Figure 1. Track usage over the die (run 1).
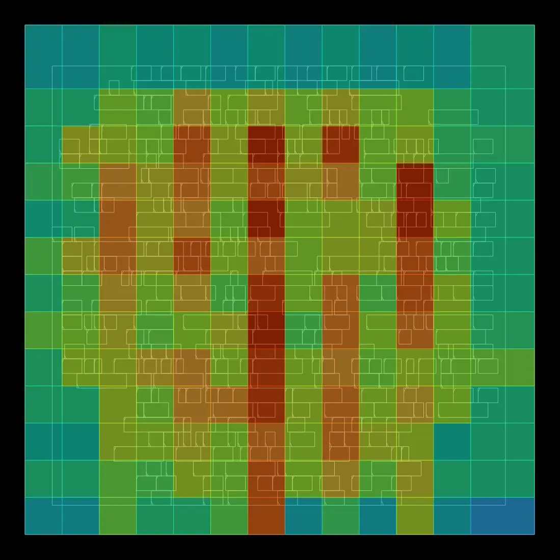
Figure 2. Signal wires by layer (run 1).
The bar under the picture is 20 um long. Only two layers are drawn.
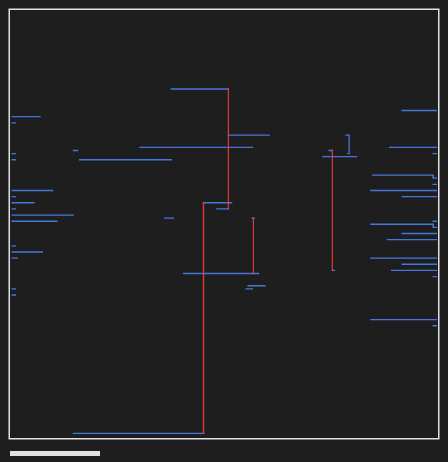
Figure 3. Logic cells by family (run 1).
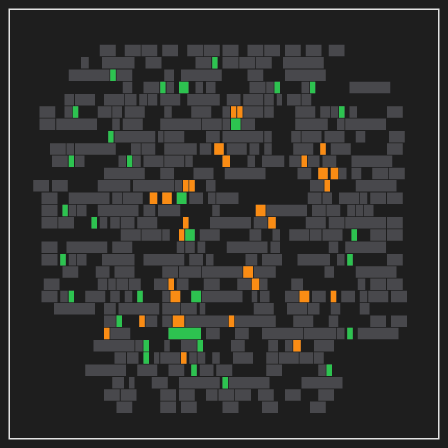
Figure 4. Cell classes on the final placement (run 1).
The bar under the picture is 20 um long.
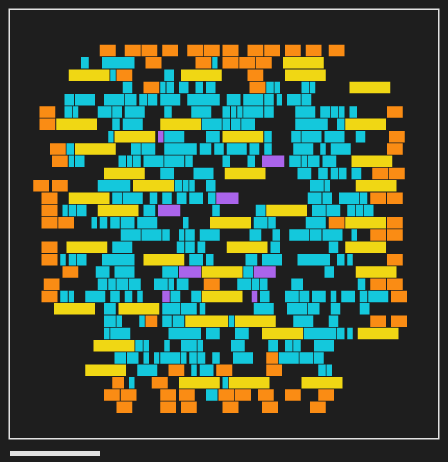
$ cat src/rtl/sha256_pkg.sv
// Shared definitions for the SHA-256 word accumulator slice.
// Holds the datapath word width, the accumulator FSM state encoding and
// the default sizing parameters used by the accumulator and its adder.
package sha256_pkg;

    localparam int WORD_W      = 32;
    localparam int DEF_NUM_OPS = 5;
    localparam int DEF_GROUP   = 4;

    typedef enum logic [1:0] {
        IDLE = 2'd0,
        ACC  = 2'd1,
        HOLD = 2'd2
    } state_e;

endpackage

$ cat src/rtl/sha256_word_accumulator_if.sv
// Operand-in / sum-out handshake bundle for sha256_word_accumulator.
// master = producer/consumer side, slave = the accumulator itself.
// Optional macro SHA256_ACC_OVERFLOW_EN adds the carry-count signal.
interface sha256_word_accumulator_if
    import sha256_pkg::*;
#(
    parameter int WIDTH = WORD_W,
    parameter int CNT_W = $clog2(DEF_NUM_OPS + 1)
);

    logic [WIDTH-1:0] in_data;
    logic             in_valid;
    logic             in_last;
    logic             in_ready;
    logic [WIDTH-1:0] sum;
    logic [CNT_W-1:0] out_count;
    logic             out_valid;
    logic             out_ready;
`ifdef SHA256_ACC_OVERFLOW_EN
    logic [CNT_W-1:0] overflow;
`endif

    modport master (
        output in_data,
        output in_valid,
        output in_last,
        input  in_ready,
        input  sum,
        input  out_count,
        input  out_valid,
`ifdef SHA256_ACC_OVERFLOW_EN
        input  overflow,
`endif
        output out_ready
    );

    modport slave (
        input  in_data,
        input  in_valid,
        input  in_last,
        output in_ready,
        output sum,
        output out_count,
        output out_valid,
`ifdef SHA256_ACC_OVERFLOW_EN
        output overflow,
`endif
        input  out_ready
    );

endinterface

$ cat src/rtl/sha256_cla_adder.sv
// Combinational group carry-lookahead adder.
// Each GROUP-bit group computes its internal carries directly from the
// per-bit generate/propagate terms and the group carry-in; group carries
// then ripple from one group to the next.
module sha256_cla_adder
    import sha256_pkg::*;
#(
    parameter int WIDTH = WORD_W,
    parameter int GROUP = DEF_GROUP
) (
    input  logic [WIDTH-1:0] i_a,
    input  logic [WIDTH-1:0] i_b,
    input  logic             i_carry_in,
    output logic [WIDTH-1:0] o_result,
    output logic             o_carry_out
);

    localparam int NUM_GROUPS = WIDTH / GROUP;

    logic [WIDTH-1:0] w_g;
    logic [WIDTH-1:0] w_p;
    logic [WIDTH:0]   w_c;
    logic             w_prod;
    logic             w_any;

    // Per-bit generate and propagate terms.
    always_comb begin
        w_g = i_a & i_b;
        w_p = i_a ^ i_b;
    end

    // Lookahead carries inside each group, rippling the group carry-out onward.
    always_comb begin
        w_c    = '0;
        w_prod = 1'b0;
        w_any  = 1'b0;
        w_c[0] = i_carry_in;
        for (int grp = 0; grp < NUM_GROUPS; grp++) begin
            for (int j = 1; j <= GROUP; j++) begin
                w_any = 1'b0;
                // Carries generated at bit k and propagated through bits k+1..j-1.
                for (int k = 0; k < j; k++) begin
                    w_prod = w_g[grp*GROUP + k];
                    for (int m = k + 1; m < j; m++) begin
                        w_prod = w_prod & w_p[grp*GROUP + m];
                    end
                    w_any = w_any | w_prod;
                end
                // Group carry-in propagated through bits 0..j-1.
                w_prod = w_c[grp*GROUP];
                for (int m = 0; m < j; m++) begin
                    w_prod = w_prod & w_p[grp*GROUP + m];
                end
                w_c[grp*GROUP + j] = w_any | w_prod;
            end
        end
    end

    // Sum bits and final carry-out.
    always_comb begin
        o_result    = w_p ^ w_c[WIDTH-1:0];
        o_carry_out = w_c[WIDTH];
    end

endmodule

$ cat src/rtl/sha256_word_accumulator.sv
// Sequential multi-operand modulo-2^WIDTH adder (e.g. T1 = h+S1+Ch+K+W).
// Accepts up to NUM_OPS operands per transaction over a valid/ready input,
// then presents the truncated sum and operand count on a valid/ready output.
// Optional macro SHA256_ACC_OVERFLOW_EN: counts carries out of the MSB.
module sha256_word_accumulator
    import sha256_pkg::*;
#(
    parameter int WIDTH   = WORD_W,
    parameter int NUM_OPS = DEF_NUM_OPS,
    parameter int GROUP   = DEF_GROUP
) (
    input  logic                          i_clk,
    input  logic                          i_rst,
    sha256_word_accumulator_if.slave      bus
);

    localparam int CNT_W = $clog2(NUM_OPS + 1);

    localparam logic [1:0] S_IDLE = IDLE;
    localparam logic [1:0] S_ACC  = ACC;
    localparam logic [1:0] S_HOLD = HOLD;

    logic [1:0]       r_state;
    logic [WIDTH-1:0] r_acc;
    logic [CNT_W-1:0] r_count;
    logic             r_in_ready;
    logic             r_out_valid;
    logic [CNT_W-1:0] r_ovf;

    logic [1:0]       w_state_nxt;
    logic [WIDTH-1:0] w_acc_nxt;
    logic [CNT_W-1:0] w_count_nxt;
    logic [CNT_W-1:0] w_ovf_nxt;
    logic [CNT_W-1:0] w_count_inc;
    logic             w_in_hs;
    logic             w_out_hs;
    logic [WIDTH-1:0] w_cla_sum;
    logic             w_cla_cout;

    sha256_cla_adder #(
        .WIDTH (WIDTH),
        .GROUP (GROUP)
    ) u_cla (
        .i_a         (r_acc),
        .i_b         (bus.in_data),
        .i_carry_in  (1'b0),
        .o_result    (w_cla_sum),
        .o_carry_out (w_cla_cout)
    );

    // Handshake qualifiers and next-state/datapath decisions.
    always_comb begin
        w_in_hs     = bus.in_valid & r_in_ready;
        w_out_hs    = r_out_valid & bus.out_ready;
        w_count_inc = r_count + {{(CNT_W-1){1'b0}}, 1'b1};
        w_state_nxt = r_state;
        w_acc_nxt   = r_acc;
        w_count_nxt = r_count;
        w_ovf_nxt   = r_ovf;
        case (r_state)
            S_IDLE: begin
                if (w_in_hs) begin
                    w_acc_nxt   = bus.in_data;
                    w_count_nxt = {{(CNT_W-1){1'b0}}, 1'b1};
                    w_ovf_nxt   = '0;
                    if (bus.in_last || (NUM_OPS == 32'sd1)) begin
                        w_state_nxt = S_HOLD;
                    end else begin
                        w_state_nxt = S_ACC;
                    end
                end else begin
                    w_state_nxt = S_IDLE;
                end
            end
            S_ACC: begin
                if (w_in_hs) begin
                    w_acc_nxt   = w_cla_sum;
                    w_count_nxt = w_count_inc;
                    if (w_cla_cout) begin
                        w_ovf_nxt = r_ovf + {{(CNT_W-1){1'b0}}, 1'b1};
                    end else begin
                        w_ovf_nxt = r_ovf;
                    end
                    // Full operand budget forces the result out even without InLast.
                    if (bus.in_last || (w_count_inc == CNT_W'(NUM_OPS))) begin
                        w_state_nxt = S_HOLD;
                    end else begin
                        w_state_nxt = S_ACC;
                    end
                end else begin
                    w_state_nxt = S_ACC;
                end
            end
            S_HOLD: begin
                if (w_out_hs) begin
                    w_state_nxt = S_IDLE;
                    w_count_nxt = '0;
                end else begin
                    w_state_nxt = S_HOLD;
                end
            end
            default: begin
                w_state_nxt = S_IDLE;
                w_count_nxt = '0;
            end
        endcase
    end

    // State, accumulator and registered handshake outputs.
    always_ff @(posedge i_clk or posedge i_rst) begin
        if (i_rst) begin
            r_state     <= S_IDLE;
            r_acc       <= '0;
            r_count     <= '0;
            r_ovf       <= '0;
            r_in_ready  <= 1'b1;
            r_out_valid <= 1'b0;
        end else begin
            r_state     <= w_state_nxt;
            r_acc       <= w_acc_nxt;
            r_count     <= w_count_nxt;
            r_ovf       <= w_ovf_nxt;
            r_in_ready  <= (w_state_nxt != S_HOLD);
            r_out_valid <= (w_state_nxt == S_HOLD);
        end
    end

    assign bus.in_ready  = r_in_ready;
    assign bus.out_valid = r_out_valid;
    assign bus.sum       = r_acc;
    assign bus.out_count = r_count;

`ifdef SHA256_ACC_OVERFLOW_EN
    assign bus.overflow = r_ovf;
`else
    // Carry count is not exported in this build; keep the nets tied off.
    logic             w_unused_cout;
    logic [CNT_W-1:0] w_unused_ovf;
    assign w_unused_cout = w_cla_cout;
    assign w_unused_ovf  = r_ovf;
`endif

endmodule
$ cat src/flat_wrapper.sv
// flat-port wrapper written by rule: the top's interface ports become plain ports
module sha256_word_accumulator_flat import sha256_pkg::*;
#(
    parameter int WIDTH   = WORD_W,
    parameter int NUM_OPS = DEF_NUM_OPS,
    parameter int GROUP   = DEF_GROUP
)
  (i_clk, i_rst, bus_in_data, bus_in_valid, bus_in_last, bus_in_ready, bus_sum, bus_out_count, bus_out_valid, bus_out_ready);
  sha256_word_accumulator_if #(.WIDTH(WIDTH)) bus_i ();
  input  logic i_clk;
  input  logic i_rst;
  input wire logic [$bits(bus_i.in_data)-1:0] bus_in_data;
  input wire logic [$bits(bus_i.in_valid)-1:0] bus_in_valid;
  input wire logic [$bits(bus_i.in_last)-1:0] bus_in_last;
  output wire logic [$bits(bus_i.in_ready)-1:0] bus_in_ready;
  output wire logic [$bits(bus_i.sum)-1:0] bus_sum;
  output wire logic [$bits(bus_i.out_count)-1:0] bus_out_count;
  output wire logic [$bits(bus_i.out_valid)-1:0] bus_out_valid;
  input wire logic [$bits(bus_i.out_ready)-1:0] bus_out_ready;
  assign bus_i.in_data = bus_in_data;
  assign bus_i.in_valid = bus_in_valid;
  assign bus_i.in_last = bus_in_last;
  assign bus_in_ready = bus_i.in_ready;
  assign bus_sum = bus_i.sum;
  assign bus_out_count = bus_i.out_count;
  assign bus_out_valid = bus_i.out_valid;
  assign bus_i.out_ready = bus_out_ready;
  sha256_word_accumulator #(.WIDTH(WIDTH), .NUM_OPS(NUM_OPS), .GROUP(GROUP)) u_core (.i_clk(i_clk), .i_rst(i_rst), .bus(bus_i));
endmodule
$ cat config.mk
export PLATFORM = sky130hd
export DESIGN_NAME = sha256_word_accumulator_flat
export DESIGN_NICKNAME = d
export VERILOG_FILES = /design/src/rtl/sha256_pkg.sv /design/src/rtl/sha256_word_accumulator_if.sv /design/src/rtl/sha256_cla_adder.sv /design/src/rtl/sha256_word_accumulator.sv /design/src/flat_wrapper.sv
export SDC_FILE = /design/constraint.sdc
export NUM_CORES = 1
export LEC_CHECK = 0
export CELL_PAD_IN_SITES_DETAIL_PLACEMENT = 0
export CELL_PAD_IN_SITES_GLOBAL_PLACEMENT = 1
export CORE_MARGIN = 5
export CORE_UTILIZATION = 41
export CTS_CLUSTER_SIZE = 12
export DETAILED_ROUTE_END_ITERATION = 10
export PLACE_DENSITY = 0.9
export SKIP_LAST_GASP = 1
export SYNTH_ARGS = -nofsm -noshare
export SYNTH_HDL_FRONTEND = slang
export SYNTH_SLANG_ARGS = --single-unit
export TNS_END_PERCENT = 10
$ cat constraint.sdc
create_clock -name i_clk -period 14 [get_ports i_clk]
set_clock_uncertainty 0.2 [all_clocks]
set_input_delay 2.8 -clock i_clk [delete_from_list [all_inputs] [get_ports i_clk]]
set_output_delay 2.8 -clock i_clk [all_outputs]
set_load 0.02 [all_outputs]
==> results.cfg, run 1 <==
; implementation run metrics
[status]
outcome = finished clean

[power_and_ir_drop]
maxPowerGroup = combinational logic
switching_share_pct = 46.1
p_per_area_nw_per_um2 = 218
power.switching_uw = 384
combPwrFrac_pct = 63.2

[final_layout]
n_clock_buffer = 7
largest_register_ffs = 32
fillers = 634
final_cell_mix = 73 x clkdlybuf4s50_1, 41 x ha_1, 38 x dfrtp_1
top_area_cell_class = combinational gates
comb_area_um2 = 1870
nNetsFinal = 459
clock_tree_area_fraction_pct = 2.13
seq_share_pct = 25.6
comb_share_pct = 48.9
drive_gt1_share_pct = 4.55
mostFrequentLayoutCell = clkdlybuf4s50_1

[floorplanning]
coreArea_um2 = 6870
die-area_um2 = 8960

[yosys]
ys_ff = 39
yosys_most_used_dff = dfrtp_1
syn-cell-area_um2 = 2940
syn_inst = 305
synth-edff-count = 0
yosys-stat-area_um2 = 2940
synth_stat.cells = 305
synthesis.nets = 391
synth_warnings = 0

[placement]
dpl-instance-area_um2 = 3730
io_buffers = 73
dp.cells = 462
hpwl_um = 5370

[drt]
drc = 0
first_pass_iters = 4
dr.first_iter.drc_count = 103

[clock_network]
clk_pin_slew_ps = 80
cts_inserted_buffers = 5
htree_levels = 2
cts_buffer_depth = 2

[setup_path]
required_ps = 13950
cp_common_cell = ha_1
r2r_slack_ps = 6400

[global_routing]
gr-total-overflow = 0
grt_max_degree = 62

[sta]
rsz0062_at_grt = false
period_needed_ps = 10140
setup_tns_ps = 0

[hold_path]
whs_path_depth = 2
min_to = u_core.bus.sum[17]
About Figure 1:
All-Layer GR Usage: 17.4%
GR Util met1: 22.0%
GR Util met2: 30.1%
WL/cell: 16.0 um

About Figure 2:
Red shows M4, wire length 116 um. Blue shows M3, wire length 337 um.

About Figure 3:
Green shows nand cells, cells 31, where widely spread. Orange shows nor cells, cells 29, where middle.

About Figure 4:
Cyan shows remaining logic cells, cells 251, share of their area 51%. Orange shows remaining buffers and delay cells, cells 76, share of their area 20%. Yellow shows registers, cells 39, share of their area 26%. Purple shows clock drivers and dummy loads, cells 8, share of their area 2.2%.

-- run 1: critical path, delay by kind of cell --
kind,cells,cell delay [ps]
compound gates,23,4490
fa+ha+maj,9,1830
buf+inv,1,530
simple gates,2,440
-- run 1: cells by family after synthesis --
family | synth area share, %
AND-OR/OR-AND | 19.3
XOR/XNOR | 4.47
adder cells (fa/ha/maj) | 22.9
buffers and inverters | 3.24
flip-flops | 33.3
multiplexers | 0.724
AND/OR/NAND/NOR | 16.1
-- run 1: per-layer routing --
layer | share of wire, % | vias up | track usage [%]
li1 | - | 1257 | -
met2 | 49 | 59 | 30.1
met4 | 1.5 | 0 | 4.69
met3 | 4.5 | 9 | 3.51
met5 | 0 | - | 0
met1 | 45 | 1248 | 22.0
==> run 2: changes to the inputs <==
- CORE_UTILIZATION: 41 -> 38
- PLACE_DENSITY: 0.9 -> 0.85
- clock period: 14 -> 9.7 ns (I/O delays scaled with it)
==> results.cfg, run 2 <==
; implementation run metrics
[sta]
period_needed_ps = 9150
setup_tns_ps = 0
rsz0062_at_grt = false

[setup_path]
critical_path_buf_inv_count = 1
required_ps = 9680
cp_common_cell = ha_1
path_depth = 35

[clock_network]
clk_pin_slew_ps = 80
cts_buffer_depth = 2
cts_inserted_buffers = 5

[drt]
avgRoutedWirePerCell_um = 16.2
met2_length_um = 3590
top_layer = met4
met1_length_um = 3610
first_pass_iters = 4
dr.first_iter.drc_count = 88
route.met3.wl_um = 366

[final_layout]
largest_register_ffs = 32
comb_share_pct = 48.8
fillers = 709
clock_tree_area_fraction_pct = 2.13
seq_share_pct = 25.6
top_area_cell_class = combinational gates
mostFrequentLayoutCell = clkdlybuf4s50_1
n_clock_buffer = 7
nNetsFinal = 459
final_cell_mix = 73 x clkdlybuf4s50_1, 41 x ha_1, 38 x dfrtp_1

[global_routing]
gr-total-overflow = 0
use_met2_pct = 27.2
grt_max_degree = 62
top_usage_layer = met2

[placement]
hpwl_um = 5450
io_buffers = 73
dpl-instance-area_um2 = 3740
dp.cells = 468

[yosys]
synth_stat.cells = 305
ys_ff = 39
synth_warnings = 0
yosys_most_used_dff = dfrtp_1
synth-edff-count = 0
synthesis.nets = 391
syn-cell-area_um2 = 2940

[floorplanning]
coreArea_um2 = 7650
die-area_um2 = 9590

[hold_path]
whs_path_depth = 2

[power_and_ir_drop]
switching_share_pct = 46.3
combPwrFrac_pct = 64.0
p_per_area_nw_per_um2 = 316

[status]
outcome = finished clean
==> run 2: path summary, 6_finish.rpt <==
check                      slack, ps                   end
max                              550    u_core.bus.sum[31]
min                              320     u_core.bus.sum[5]
max reg2reg                     2230    u_core.bus.sum[31]
min reg2reg                      320     u_core.bus.sum[5]
max in group asynchronous       7050   u_core.bus.in_ready
min in group asynchronous       1880  u_core.bus.out_valid
==> run 2: logic make-up after synthesis <==
| family | count (synthesis) | synth area share (%) |
|---|---|---|
| flip-flops | 39 | 33.3 |
| AND-OR/OR-AND | 93 | 19.3 |
| adder cells (fa/ha/maj) | 49 | 22.9 |
| AND/OR/NAND/NOR | 87 | 16.1 |
| multiplexers | 2 | 0.724 |
| buffers and inverters | 20 | 3.24 |
| XOR/XNOR | 15 | 4.47 |
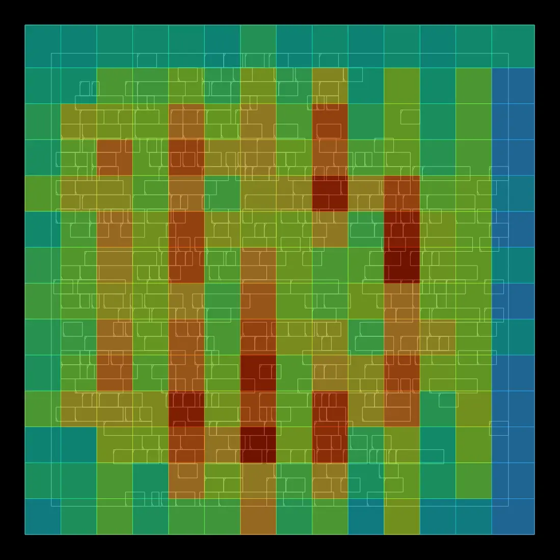
Figure 5: run 2, track usage over the die.
GR Util met1: 21.4%
grt met3 use: 3.50%
All-Layer GR Usage: 16.5%

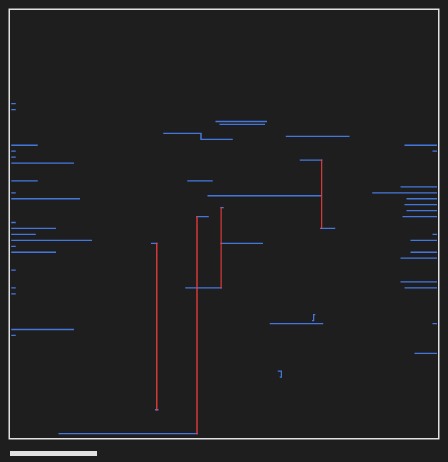
Figure 6: run 2, signal wires by layer.
The bar under the picture is 20 um long. Only two layers are drawn.
Red shows M4, wire length 122 um. Blue shows M3, wire length 366 um.

